==> run_1/metal_stack.png <==
Scale: 6 px per um. Two of the layers only.
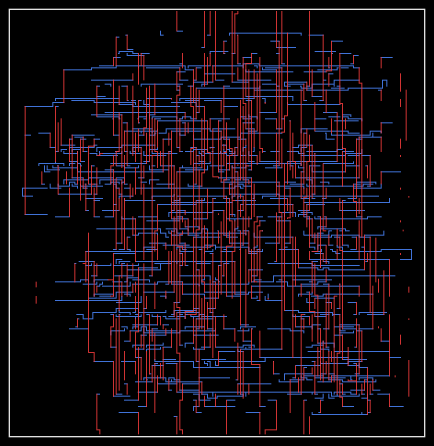
==> run_1/final_placement.png <==
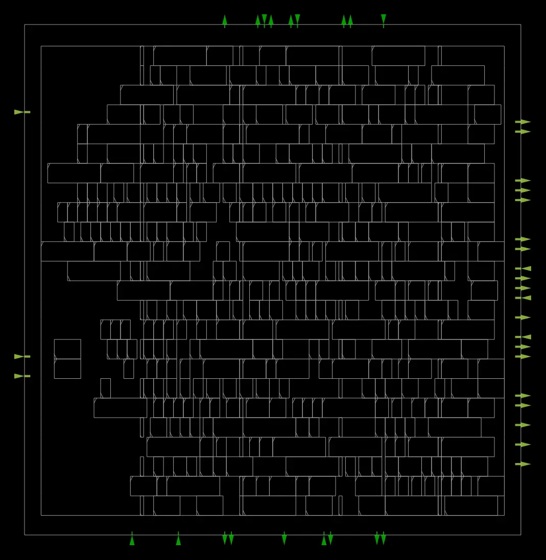
==> run_1/cell_classes.png <==
Scale: 4 px per um.
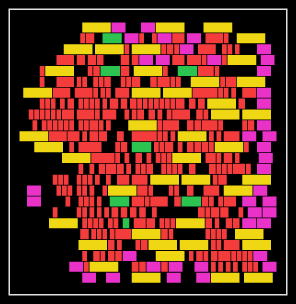
==> run_1/met3.png <==
Scale: 6 px per um.
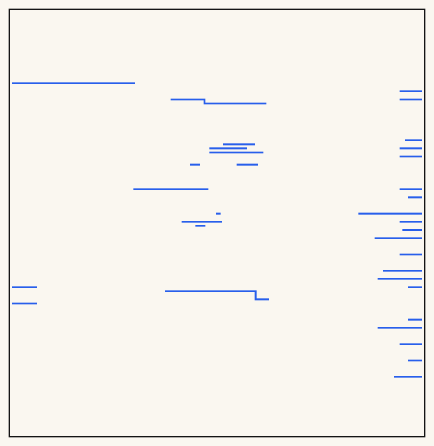
Design div_clk_monitor, sky130hd; sources not shown.
==> tab_implementation.tex, run 1 <==
% Table of physical implementation metrics
\begin{tabular}{lr}
\hline
Metric & Value \\
\hline
\multicolumn{2}{l}{\textbf{Worst setup path}} \\
\quad Setup slack of the most critical reg-to-reg path & 1.69 ns \\
\quad Crit Path Max Fanout & 9 \\
\quad Nature of the critical path endpoint & flip-flop \\
\quad Dominant delay contributor by cell family on the critical path & buffers and inverters \\
\quad Levels on crit path & 7 \\
\quad Arrival time of data at the critical path endpoint & approximately 2.3 ns \\
\quad Worst Path Buf+Inv & 3 \\
\quad Critical Path Slowest Stage Cell & sky130\_fd\_sc\_hd\_\_ha\_1 \\
\quad Required arrival time at the worst endpoint & 3.71 ns \\
\quad Worst-path cell chain & clkdlybuf4s50\_1 -> inv\_1 -> ha\_1 -> clkinv\_4 -> nor2\_1 -> o21ai\_0 -> a21oi\_1 \\
\quad Crit path kind & primary input to flip-flop \\
\multicolumn{2}{l}{\textbf{Global route}} \\
\quad Vias in the first global route & about 2,000 \\
\quad Total routing usage reported by global routing & approximately 20\% \\
\quad Leftover overflow at the end of global routing & 0 \\
\quad Largest net degree at the start of global routing & 20 \\
\multicolumn{2}{l}{\textbf{Placement}} \\
\quad Half-perimeter wire length after placement & $\sim$3600 um \\
\multicolumn{2}{l}{\textbf{Final layout}} \\
\quad Non-Clock Inverter Count & roughly 56 \\
\quad Area-dominant class & combinational gates \\
\quad Proportion of cell area occupied by multi-input gates & 44.0\% \\
\quad Final layout net count & between 400 and 500 \\
\quad Non-clock buffers & about 40 \\
\quad Area Growth Syn to Fin & 22.2\% \\
\quad Proportion of layout cells with a drive suffix above 1 & $\sim$13\% \\
\quad Flip-flop count of the largest register, all copies and words added & 16 \\
\quad Combined area of the multi-input logic cells & between 1000 and 1500 sq um \\
\quad Signal buf overhead & roughly 14\% \\
\multicolumn{2}{l}{\textbf{Floorplan}} \\
\quad Ports placed on the boundary & 41 \\
\quad Die Y-Extent & 71 um \\
\quad Die X-Extent & 69 um \\
\multicolumn{2}{l}{\textbf{Pwr}} \\
\quad Combinational Power Share & between 10\% and 20\% \\
\quad Flop+latch power & 0.523 mW \\
\quad Cell internal pwr & approximately 0.73 mW \\
\quad Combinational gate power & approximately 0.15 mW \\
\quad Worst supply voltage drop on vdd & about 200 uV \\
\quad Switching part of the total power & 26.7\% \\
\quad Portion of total power attributed to sequential cells & between 50\% and 60\% \\
\quad Top pwr grp & registers \\
\quad Sw power & approximately 0.26 mW \\
\multicolumn{2}{l}{\textbf{Yosys}} \\
\quad Yosys warning tally & 0 \\
\quad Post-Synthesis Cell Area & roughly 2400 sq um \\
\quad Area share of the leading cell type in the synthesized netlist & 36.0\% \\
\quad Top cells, area & sky130\_fd\_sc\_hd\_\_dfxtp\_1, sky130\_fd\_sc\_hd\_\_nand2\_1, sky130\_fd\_sc\_hd\_\_inv\_1 \\
\quad Post-synthesis sequential area ratio & 36.0\% \\
\quad Number of cells in Yosys stat & about 340 \\
\quad Top post-synthesis cells by count & sky130\_fd\_sc\_hd\_\_nand2\_1, sky130\_fd\_sc\_hd\_\_inv\_1, sky130\_fd\_sc\_hd\_\_dfxtp\_1 \\
\quad Mapped Cells & $\sim$340 \\
\quad Number of library cell types mapped by synthesis & 35 \\
\quad Most frequently used flop master after synthesis & sky130\_fd\_sc\_hd\_\_dfxtp\_1 \\
\quad Yosys stat area & roughly 2400 sq um \\
\multicolumn{2}{l}{\textbf{Timing}} \\
\quad Setup total negative slack & 0 ns \\
\quad Clock tree skew after final layout & 0.00366 ns \\
\quad Worst Max-Slew Pin Slew & $\sim$0.52 ns \\
\multicolumn{2}{l}{\textbf{Clock network}} \\
\quad Buffers inserted during post-CTS setup optimization & 0 \\
\quad Post-CTS resize count & 0 \\
\quad Largest buffer count on any clock path & 2 \\
\quad Clock input transition at the sequential cells of the worst setup and hold paths & $\sim$0.080 ns \\
\quad TritonCTS buffer count & 5 \\
\multicolumn{2}{l}{\textbf{Drt}} \\
\quad Count of nets left with antenna violations after detail routing & 0 \\
\multicolumn{2}{l}{\textbf{Min path}} \\
\quad Hold Crit Depth & 2 \\
\multicolumn{2}{l}{\textbf{Outcome}} \\
\quad Outcome & complete, no violations \\
\multicolumn{2}{l}{\textbf{Flow run}} \\
\quad Max-capacitance violation count & 0 \\
\hline
\end{tabular}
Notes on metal_stack.png above:
met1 -> blue  # wire length 2,130 um
met2 -> red  # wire length 2,450 um
via total after detailed routing: 2,167
wire length per cell after detailed routing: 11.1 um
Total Wirelength: 4820 um

Notes on final_placement.png above:
number of standard-cell rows in the floorplan: 24
tap cell instance count: 52
post-route non-filler standard cell count: 435
sequential cells: 43
layout filler cell count: 356

Notes on cell_classes.png above:
flip-flops -> yellow  # cells 43, share of their area 30%
clock drivers and dummy loads -> green  # cells 7, share of their area 3.1%
other buffers and delay cells -> magenta  # cells 40, share of their area 14%
all other logic -> red  # cells 293, share of their area 53%
post-route cell area: 2920 sq um
Std-Cell Core Area: 4200 sq um
final standard cell utilization of the core: 69.4%
fraction of standard cell area that is sequential: 29.5%

Notes on met3.png above:
longest straight run = 20.2 um
main direction = horizontal
wire length on this layer = 192 um
nets with wire on the layer = 31
share of all routed wire = 4.0%
met3 usage: 4.84%

-- run 1: metrics by stage --
step | instances | worst slack (ns) | power, mW | hold WS (ns) | instance area [sq um]
3_5_place_dp | 428 | 1.09 | 0.677 | 0.467 | 2830
6_report | 435 | 1.40 | 0.991 | 0.477 | 2920
5_1_grt | 435 | 1.28 | 1.04 | 0.497 | 2920
3_3_place_gp | 428 | 1.16 | 0.672 | 0.456 | 2830
2_1_floorplan | 336 | 1.78 | 0.616 | 0.378 | 2360
4_1_cts | 435 | 1.40 | 0.997 | 0.479 | 2920
-- run 1: cell usage in the layout (no fill, tap or decap), types with 4 or more instances in the layout --
master                             n
sky130_fd_sc_hd__nor2_1           40
sky130_fd_sc_hd__dfxtp_1          43
sky130_fd_sc_hd__inv_1            45
sky130_fd_sc_hd__nor2_4            7
sky130_fd_sc_hd__nand3_1           9
sky130_fd_sc_hd__clkbuf_8          6
sky130_fd_sc_hd__ha_1             10
sky130_fd_sc_hd__nand2_1          90
sky130_fd_sc_hd__nand2_2           9
sky130_fd_sc_hd__clkdlybuf4s50_1  40
sky130_fd_sc_hd__nand3_2           4
sky130_fd_sc_hd__xor2_1            5
sky130_fd_sc_hd__inv_2             8
sky130_fd_sc_hd__a21oi_1          20
sky130_fd_sc_hd__o21ai_0          15
-- run 1: routing by layer --
metal | up-vias | GRT usage [%] | routed length [um]
li1 | 1136 | - | -
met1 | 984 | 23.0 | 2130
met2 | 42 | 36.9 | 2450
met3 | 5 | 4.84 | 191
met4 | 0 | 6.32 | 48
met5 | - | 0 | 0
-- run 1: kinds of logic after synthesis --
kind of cell	after synthesis	synth area share (%)
xor+xnor	7	2.57
flops	43	36.0
buf+inv	60	10.2
simple gates	176	36.1
fa+ha+maj	10	5.24
compound gates	44	9.90
==> run 1 -> run 2 <==
--- a/config.mk
+++ b/config.mk
@@ -6,12 +6,12 @@
 export NUM_CORES = 1
 export LEC_CHECK = 0
 export ABC_AREA = 1
-export CORE_AREA = 2 2 67 69
+export CORE_AREA = 2 2 69 71
 export CTS_BUF_LIST = sky130_fd_sc_hd__clkbuf_8
 export CTS_CLUSTER_SIZE = 8
 export DETAILED_ROUTE_END_ITERATION = 12
-export DIE_AREA = 0 0 69 71
-export PLACE_DENSITY = 0.86
+export DIE_AREA = 0 0 71 73
+export PLACE_DENSITY = 0.81
 export REMOVE_ABC_BUFFERS = 1
 export SETUP_SLACK_MARGIN = 0.5
 export SLEW_MARGIN = 20
==> constraint.sdc (replaced) <==
create_clock -name clk -period 2 [get_ports clk]
set_input_delay 0.2 -clock clk [delete_from_list [all_inputs] [get_ports clk]]
set_output_delay 0.2 -clock clk [all_outputs]
set_load 0.01 [all_outputs]
==> run_2/final_placement.png <==
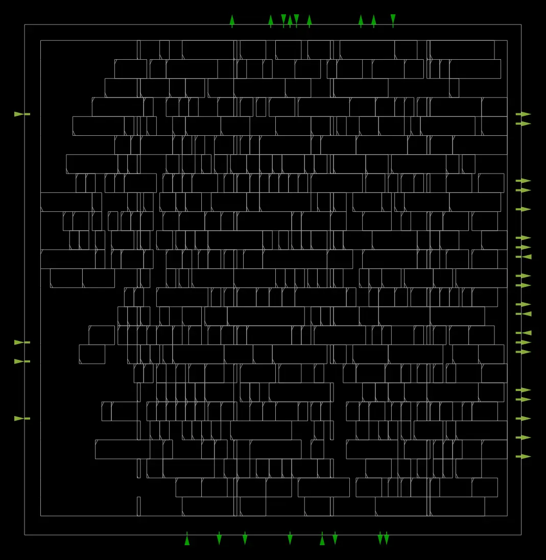
number of standard-cell rows in the floorplan: 25
Std-Cell Core Area: 4540 sq um
final standard cell utilization of the core: 70.5%

==> run_2/cell_classes.png <==
Scale: 4 px per um.
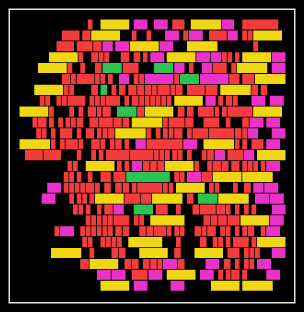
clock drivers and dummy loads -> green  # cells 8, share of their area 3.8%
all other logic -> red  # cells 293, share of their area 51%
other buffers and delay cells -> magenta  # cells 56, share of their area 17%
flip-flops -> yellow  # cells 43, share of their area 28%
fraction of standard cell area that is sequential: 27.7%
post-route cell area: 3200 sq um

==> run 2 against run 1 <==
Net effect:
- non-clock buffer count rose by 16
- highest routed layer unchanged
- sequential cell count stayed put
- largest power group unchanged
- sequential power increased by 75%
- critical path depth is 2 higher
==> tab_implementation.tex, run 2 <==
% Table of physical implementation metrics
\begin{tabular}{lr}
\hline
Metric & Value \\
\hline
\multicolumn{2}{l}{\textbf{Outcome}} \\
\quad Outcome & complete, no violations \\
\multicolumn{2}{l}{\textbf{Worst setup path}} \\
\quad Setup slack of the most critical reg-to-reg path & 0.54 ns (-1.15 ns) \\
\quad Critical Path Slowest Stage Cell & sky130\_fd\_sc\_hd\_\_dfxtp\_4 \\
\quad Crit Path Max Fanout & 5 (-4) \\
\quad Dominant delay contributor by cell family on the critical path & simple AND/OR/NAND/NOR gates \\
\quad Levels on crit path & 9 (+2) \\
\quad Nature of the critical path endpoint & flip-flop \\
\quad Crit path kind & flip-flop to flip-flop \\
\quad Worst Path Buf+Inv & 0 (-3) \\
\multicolumn{2}{l}{\textbf{Global route}} \\
\quad Leftover overflow at the end of global routing & 0 (unchanged) \\
\quad Largest net degree at the start of global routing & 20 (unchanged) \\
\multicolumn{2}{l}{\textbf{Yosys}} \\
\quad Number of cells in Yosys stat & 340 (unchanged) \\
\quad Post-Synthesis Cell Area & 2390 sq um (unchanged) \\
\quad Mapped Cells & 340 (unchanged) \\
\quad Yosys warning tally & 0 (unchanged) \\
\quad Number of library cell types mapped by synthesis & 35 (unchanged) \\
\quad Top post-synthesis cells by count & sky130\_fd\_sc\_hd\_\_nand2\_1, sky130\_fd\_sc\_hd\_\_inv\_1, sky130\_fd\_sc\_hd\_\_dfxtp\_1 \\
\quad Area share of the leading cell type in the synthesized netlist & 36.0\% (unchanged) \\
\multicolumn{2}{l}{\textbf{Placement}} \\
\quad Number of placed instances with taps included & 440 (+2.8\%) \\
\quad Pre-CTS setup slack & -0.0428 ns (-1.13 ns) \\
\multicolumn{2}{l}{\textbf{Final layout}} \\
\quad Final layout net count & 421 (+4.0\%) \\
\quad Most frequent cells in the layout & sky130\_fd\_sc\_hd\_\_nand2\_1, sky130\_fd\_sc\_hd\_\_inv\_1, sky130\_fd\_sc\_hd\_\_clkdlybuf4s50\_1 \\
\multicolumn{2}{l}{\textbf{Flow run}} \\
\quad Max-capacitance violation count & 0 (unchanged) \\
\multicolumn{2}{l}{\textbf{Floorplan}} \\
\quad Die Y-Extent & 73 um (+2.8\%) \\
\quad Ports placed on the boundary & 41 (unchanged) \\
\quad Die X-Extent & 71 um (+2.9\%) \\
\multicolumn{2}{l}{\textbf{Timing}} \\
\quad Worst Max-Slew Pin Slew & 0.572 ns (+0.0500 ns) \\
\quad Smallest setup slack after layout & 0.542 ns (-0.862 ns) \\
\multicolumn{2}{l}{\textbf{Clock network}} \\
\quad TritonCTS buffer count & 5 (unchanged) \\
\quad Clock input transition at the sequential cells of the worst setup and hold paths & 0.08 ns (about the same) \\
\quad Largest buffer count on any clock path & 2 (unchanged) \\
\multicolumn{2}{l}{\textbf{Pwr}} \\
\quad Worst supply voltage drop on vdd & 459 uV (+130\%) \\
\hline
\end{tabular}
==> run_2/metal_stack.png <==
Scale: 4 px per um. Two of the layers only.
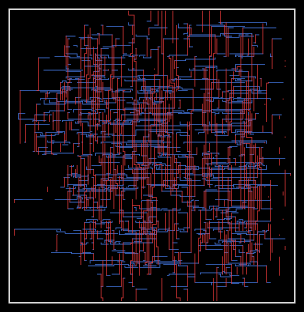
met1 -> blue  # wire length 2,320 um
met2 -> red  # wire length 2,650 um
Total Wirelength: 5200 um
wire length per cell after detailed routing: 11.5 um
total routing usage reported by global routing: 19.5%

## run 2: cell counts after synthesis
Identical to the previous run, type by type.
## run 2: final cells by class
cell class              count  area (sq um)  area share (%)
repair buffers             56           544            17.0
well taps                  54          67.6            2.11
flip-flops and latches     43           886            27.7
clock buffers               6          82.6            2.58
clock inverters             2          35.0            1.10
inverters                  56           230            7.20
multi-input cells         237          1350            42.3
## run 2: what timing repair did
item                                    in CTS  in global routing
pin swaps                                    3                  8
buffers inserted                             1                  5
endpoints found under the setup margin      35                 32
gates resized                               11                 30
hold endpoints to repair                     0                  0
## run 2: kinds of logic after synthesis
| group | synth area share [%] |
|---|---|
| buf+inv | 10.2 |
| compound gates | 9.90 |
| fa+ha+maj | 5.24 |
| xor+xnor | 2.57 |
| flops | 36.0 |
| simple gates | 36.1 |
## run 2: per-layer routing
layer  wire, um  vias to the layer above  part of all wire [%]  track usage, %
met1       2320                     1043                    45            23.4
met4         62                        0                   1.2            6.29
met2       2650                       45                    51            35.5
met3        171                        7                   3.3            3.18
li1           -                     1177                     -               -
met5          0                        -                     0               0
## run 2: stage by stage
step | total power, mW | hold WS [ns] | TNS, ns | utilization, %
final | 1.92 | 0.283 | 0 | 70.5
after global routing | 2.00 | 0.309 | 0 | 70.5
after CTS | 1.92 | 0.279 | 0 | 68.1
after detailed placement | 1.21 | 0.452 | -0.149 | 64.7
after global placement | 1.21 | 0.456 | 0 | 64.7
after floorplan | 1.08 | 0.228 | 0 | -
## run 2: report_power, final
| group | total [mW] | internal [mW] | switching [mW] |
|---|---|---|---|
| clock | 0.702 | 0.404 | 0.298 |
| sequential | 0.916 | 0.887 | 0.0290 |
| combinational | 0.303 | 0.148 | 0.156 |
| total | 1.92 | 1.44 | 0.483 |
No activity file was given, so power comes from the tool's default toggle rates.
